==> config.mk <==
export PLATFORM = sky130hd
export DESIGN_NAME = dsp_mul_sequencer
export DESIGN_NICKNAME = d
export VERILOG_FILES = /design/src/rtl/mul_pkg.sv /design/src/rtl/mac16_umul.sv /design/src/rtl/dsp_mul_sequencer.sv
export SDC_FILE = /design/constraint.sdc
export NUM_CORES = 1
export LEC_CHECK = 0
export CAP_MARGIN = 20
export CELL_PAD_IN_SITES_DETAIL_PLACEMENT = 0
export CELL_PAD_IN_SITES_GLOBAL_PLACEMENT = 1
export CORE_MARGIN = 3
export CORE_UTILIZATION = 40
export CTS_BUF_LIST = sky130_fd_sc_hd__clkbuf_16
export CTS_CLUSTER_DIAMETER = 80
export DETAILED_ROUTE_END_ITERATION = 12
export DONT_BUFFER_PORTS = 1
export PLACE_DENSITY_LB_ADDON = 0.1
export SYNTH_ARGS = -nofsm -noshare
export SYNTH_HDL_FRONTEND = slang
export SYNTH_SLANG_ARGS = --single-unit
export TNS_END_PERCENT = 1
==> constraint.sdc <==
create_clock -name clk -period 19.5 [get_ports clk]
set_input_delay 2.925 -clock clk [delete_from_list [all_inputs] [get_ports clk]]
set_output_delay 2.925 -clock clk [all_outputs]
set_load 0.01 [all_outputs]
==> src/rtl/mul_pkg.sv <==
`default_nettype none
// ============================================================================
//  Module   : mul_pkg
//  Purpose  : Shared definitions for the sequenced 32x32 multiplier:
//             M-extension op encodings, FSM state encoding and the
//             per-step lane-select / shift schedule for the 16x16 DSP.
//  Revision : 1.0  initial release
// ============================================================================
package mul_pkg;

  // funct3[1:0] of the M-extension multiply group
  localparam logic [1:0] OP_MUL    = 2'b00;
  localparam logic [1:0] OP_MULH   = 2'b01;
  localparam logic [1:0] OP_MULHSU = 2'b10;
  localparam logic [1:0] OP_MULHU  = 2'b11;

  typedef enum logic [2:0] {
    ST_IDLE  = 3'd0,
    ST_ISSUE = 3'd1,
    ST_DRAIN = 3'd2,
    ST_CORR  = 3'd3,
    ST_DONE  = 3'd4
  } state_t;

  // Bit n set: step n uses the upper 16 bits of that operand.
  // Step order: a_lo*b_lo, a_lo*b_hi, a_hi*b_lo, a_hi*b_hi.
  localparam logic [3:0] LANE_A_HI = 4'b1100;
  localparam logic [3:0] LANE_B_HI = 4'b1010;

  // Left shift applied to the partial product of step idx.
  function automatic logic [5:0] lane_shift(input logic [1:0] idx);
    logic [5:0] sh;
    case (idx)
      2'd0:    sh = 6'd0;
      2'd1:    sh = 6'd16;
      2'd2:    sh = 6'd16;
      default: sh = 6'd32;
    endcase
    return sh;
  endfunction

endpackage
`default_nettype wire

==> src/rtl/mac16_umul.sv <==
`default_nettype none
// ============================================================================
//  Module   : mac16_umul
//  Purpose  : 16x16 unsigned multiply with a registered 32-bit product,
//             one cycle of latency. Behavioural stand-in for an iCE40
//             SB_MAC16 configured as an unsigned 16x16 multiplier with its
//             output register enabled.
//  Ports    : clk   - clock, rising edge
//             reset - synchronous active-high reset (clears the product)
//             a, b  - 16-bit unsigned multiplicands
//             p     - registered 32-bit product of the previous cycle
//  Revision : 1.0  initial release
// ============================================================================
module mac16_umul (
  input  logic        clk,
  input  logic        reset,
  input  logic [15:0] a,
  input  logic [15:0] b,
  output logic [31:0] p
);

  logic [31:0] r_p;

  always_ff @(posedge clk) begin
    if (reset) begin
      r_p <= 32'd0;
    end else begin
      r_p <= {16'd0, a} * {16'd0, b};
    end
  end

  assign p = r_p;

endmodule
`default_nettype wire

==> src/rtl/dsp_mul_sequencer.sv <==
`default_nettype none
// ============================================================================
//  Module   : dsp_mul_sequencer
//  Purpose  : Multi-cycle 32x32 multiplier for MUL/MULH/MULHSU/MULHU. Issues
//             four unsigned 16x16 partial products to one registered DSP
//             multiplier, accumulates the 64-bit unsigned product, applies
//             the signed correction and returns the selected 32-bit half.
//  Ports    : clk, reset            - clock / synchronous active-high reset
//             in_valid, in_ready    - operand handshake (ready only in IDLE)
//             op, op_a, op_b        - funct3[1:0], rs1, rs2
//             out_valid, out_ready  - result handshake
//             result                - product[31:0] for MUL, else [63:32]
//             busy                  - high whenever not IDLE
//  Revision : 1.0  initial release
// ============================================================================
module dsp_mul_sequencer
  import mul_pkg::*;
(
  input  logic        clk,
  input  logic        reset,
  input  logic        in_valid,
  output logic        in_ready,
  input  logic [1:0]  op,
  input  logic [31:0] op_a,
  input  logic [31:0] op_b,
  output logic        out_valid,
  input  logic        out_ready,
  output logic [31:0] result,
  output logic        busy
);

  state_t      r_state;
  state_t      w_next;

  logic [1:0]  r_idx;
  logic [1:0]  r_op;
  logic [31:0] r_a;
  logic [31:0] r_b;
  logic [63:0] r_acc;
  logic [31:0] r_result;

  // Tag travelling one cycle behind the multiplier input, so the product
  // that appears at the DSP output is shifted by the step that produced it.
  logic        r_tag_vld;
  logic [1:0]  r_tag_idx;

  logic [15:0] w_lane_a;
  logic [15:0] w_lane_b;
  logic [31:0] w_prod;
  logic [63:0] w_shifted;
  logic        w_a_signed;
  logic        w_b_signed;
  logic [63:0] w_corr_a;
  logic [63:0] w_corr_b;
  logic [63:0] w_corrected;

  // --------------------------------------------------------------------------
  // Lane select and DSP
  // --------------------------------------------------------------------------
  assign w_lane_a = LANE_A_HI[r_idx] ? r_a[31:16] : r_a[15:0];
  assign w_lane_b = LANE_B_HI[r_idx] ? r_b[31:16] : r_b[15:0];

  mac16_umul u_mac (
    .clk   (clk),
    .reset (reset),
    .a     (w_lane_a),
    .b     (w_lane_b),
    .p     (w_prod)
  );

  assign w_shifted = {32'd0, w_prod} << lane_shift(r_tag_idx);

  // --------------------------------------------------------------------------
  // Signed correction: the unsigned product of a signed operand x with
  // x[31]=1 over-counts by 2^32 * other_operand, so subtract it back.
  // MUL needs none because the low half does not depend on signedness.
  // --------------------------------------------------------------------------
  assign w_a_signed  = (r_op == OP_MULH) || (r_op == OP_MULHSU);
  assign w_b_signed  = (r_op == OP_MULH);
  assign w_corr_a    = (w_a_signed && r_a[31]) ? {r_b, 32'd0} : 64'd0;
  assign w_corr_b    = (w_b_signed && r_b[31]) ? {r_a, 32'd0} : 64'd0;
  assign w_corrected = r_acc - w_corr_a - w_corr_b;

  // --------------------------------------------------------------------------
  // FSM
  // --------------------------------------------------------------------------
  always_ff @(posedge clk) begin
    if (reset) begin
      r_state <= ST_IDLE;
    end else begin
      r_state <= w_next;
    end
  end

  always_comb begin
    w_next    = r_state;
    in_ready  = 1'b0;
    out_valid = 1'b0;
    busy      = 1'b1;
    case (r_state)
      ST_IDLE: begin
        in_ready = 1'b1;
        busy     = 1'b0;
        if (in_valid) begin
          w_next = ST_ISSUE;
        end
      end
      ST_ISSUE: begin
        if (r_idx == 2'd3) begin
          w_next = ST_DRAIN;
        end
      end
      ST_DRAIN: begin
        w_next = ST_CORR;
      end
      ST_CORR: begin
        w_next = ST_DONE;
      end
      ST_DONE: begin
        out_valid = 1'b1;
        if (out_ready) begin
          w_next = ST_IDLE;
        end
      end
      default: begin
        w_next = ST_IDLE;
      end
    endcase
  end

  // --------------------------------------------------------------------------
  // Operand capture and step counter
  // --------------------------------------------------------------------------
  always_ff @(posedge clk) begin
    if (reset) begin
      r_a   <= 32'd0;
      r_b   <= 32'd0;
      r_op  <= OP_MUL;
      r_idx <= 2'd0;
    end else begin
      if (r_state == ST_IDLE && in_valid) begin
        r_a   <= op_a;
        r_b   <= op_b;
        r_op  <= op;
        r_idx <= 2'd0;
      end else if (r_state == ST_ISSUE) begin
        r_idx <= r_idx + 2'd1;
      end
    end
  end

  always_ff @(posedge clk) begin
    if (reset) begin
      r_tag_vld <= 1'b0;
      r_tag_idx <= 2'd0;
    end else begin
      r_tag_vld <= (r_state == ST_ISSUE);
      r_tag_idx <= r_idx;
    end
  end

  // --------------------------------------------------------------------------
  // Accumulator and result register. The tag is never valid in IDLE or
  // CORR, so clear, accumulate and correct cannot collide.
  // --------------------------------------------------------------------------
  always_ff @(posedge clk) begin
    if (reset) begin
      r_acc    <= 64'd0;
      r_result <= 32'd0;
    end else begin
      if (r_state == ST_IDLE && in_valid) begin
        r_acc <= 64'd0;
      end else if (r_tag_vld) begin
        r_acc <= r_acc + w_shifted;
      end else if (r_state == ST_CORR) begin
        r_acc    <= w_corrected;
        r_result <= (r_op == OP_MUL) ? w_corrected[31:0] : w_corrected[63:32];
      end
    end
  end

  assign result = r_result;

endmodule
`default_nettype wire

### Met1 routing

Supply wires on this layer in gray.
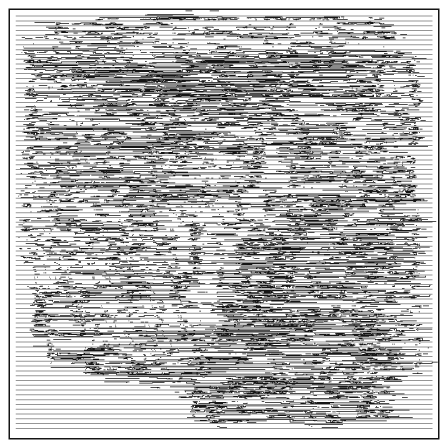
share of all routed wire = 44%
nets with wire on the layer = 3021
wire length on this layer = 34.8 mm
longest straight run = 69.9 µm
sum of routed wire length over all layers: 80050 µm
GR Layer Usage met1: 34.24%
number of vias in the routed layout: 18931

### Met2 routing

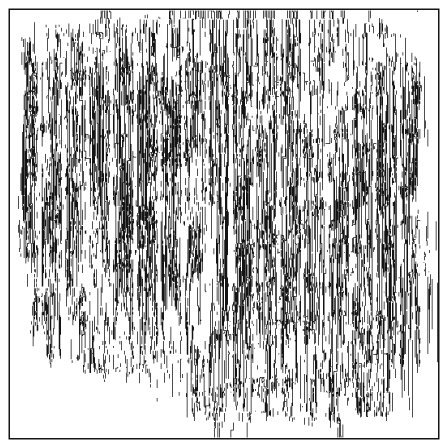
share of all routed wire = 49%
longest straight run = 97.4 µm

### Metal 3

Scale bar: 50 µm.
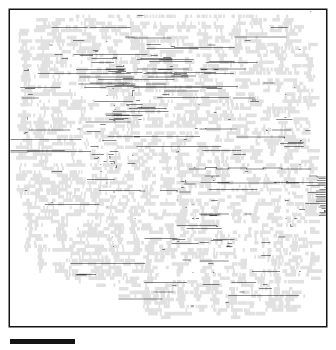
nets with wire on the layer = 170
share of all routed wire = 4.5%
wire length on this layer = 3580 µm
longest straight run = 78.9 µm

### Metal 4

Supply wires on this layer in gray.
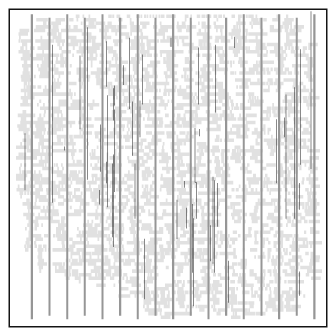
wire length on this layer = 2110 µm
main direction = vertical
longest straight run = 121 µm
share of all routed wire = 2.6%

-- metrics by stage --
stage / instances / setup slack, ns / hold WS, ns / power [mW] / instance area, µm²
detailed placement: 3406 / 11.79 / 0.4458 / 0.8412 / 23090
finish: 3460 / 11.75 / 0.4565 / 1.341 / 24040
global placement: 3406 / 11.95 / 0.4458 / 0.8394 / 23090
global route: 3459 / 11.34 / 0.4910 / 1.400 / 24030
CTS: 3456 / 11.79 / 0.4572 / 1.356 / 24000
floorplan: 2758 / 12.25 / 0.4363 / 0.6956 / 22430
-- layer usage --
metal	wire length [µm]	track usage, %	share of wire [%]
met1	34830	34.24	44
met2	39490	47.21	49
met3	3580	3.171	4.5
met4	2113	6.714	2.6
met5	34	0	0.042
==> run summary <==
The layout was made with Yosys and OpenROAD.

The report gives the cell count of the worst hold path as 2. The core region is 55310 µm². Per the skew report, the later register of the worst-skew pair sees a clock latency of 0.57 ns. The post-route DRC violation count is 0.

The leading area contributor after synthesis is sky130_fd_sc_hd__fa_1. The largest register by flop count is r_acc. The sequential cell area is 4046 µm². The first global-routing pass estimated 118900 µm of wire. The final setup violation count is 0. The post-CTS hold buffer count recorded in the log is 0. The worst hold path begins at r_op[1]. The flow ran to the end, and the final reports show no timing, DRC or antenna violations. The end point of the critical path is u_mac.p[28]. The portion of netlist area occupied by mux cells is 5.360%. After synthesis, the most frequently instantiated cells are 441 x sky130_fd_sc_hd__nand2_1, 302 x sky130_fd_sc_hd__nor2_1, 271 x sky130_fd_sc_hd__inv_1.

The register with the most flip-flops in the layout has 64 of them. STA puts the critical path data arrival time at 8.18 ns. Entering global routing, the biggest net connects 143 pins. The combined area of all synthesized cells is 22430 µm².

The most common logic cells in the final layout are 440 x sky130_fd_sc_hd__nand2_1, 301 x sky130_fd_sc_hd__nor2_1, 274 x sky130_fd_sc_hd__inv_1. The longest individual stage delay on the worst path is 0.94 ns. According to the Yosys statistics, the synthesized design has a chip area of 22430 µm².

The capture endpoint of the worst hold path is r_op[1]. The area share of the largest cell type after synthesis is 20.17%. After synthesis, the share of flip-flops with an asynchronous set or reset is 0%. In this run, power in the clock network comes to 0.509 mW. The main power-consuming group is the clock network. The final core utilization is 43.46%. The most critical setup path has its startpoint at r_idx[1]. Per the run report, area growth between synthesis and finish was 7.150%. After synthesis, the mean cell area works out to 8.134 µm². The internal portion of the total power is 0.8489 mW. Data on the critical path is required at its endpoint by 19.93 ns. The STA report counts the stages on the worst setup path as 23.

Adding up every negative setup slack in the final design gives 0 ns. The number of buffers added by the clock tree synthesis step is 28. The via count of the first global-routing pass is 18935.

The overall die size recorded for this design is 58960 µm². Setup repair after global routing left no endpoint under its margin. The fraction of the core area occupied by cells at floorplan is 40.56%. The flop count is 202. Net switching is 36.68% of the power. For reference, simple AND, OR, NAND and NOR cells occupy 17.38% of the area reported after synthesis. The combinational fraction of the cell area is 70.37%. The start of the worst register-to-register path is r_idx[1].
No activity file was given, so power comes from the tool's default toggle rates.
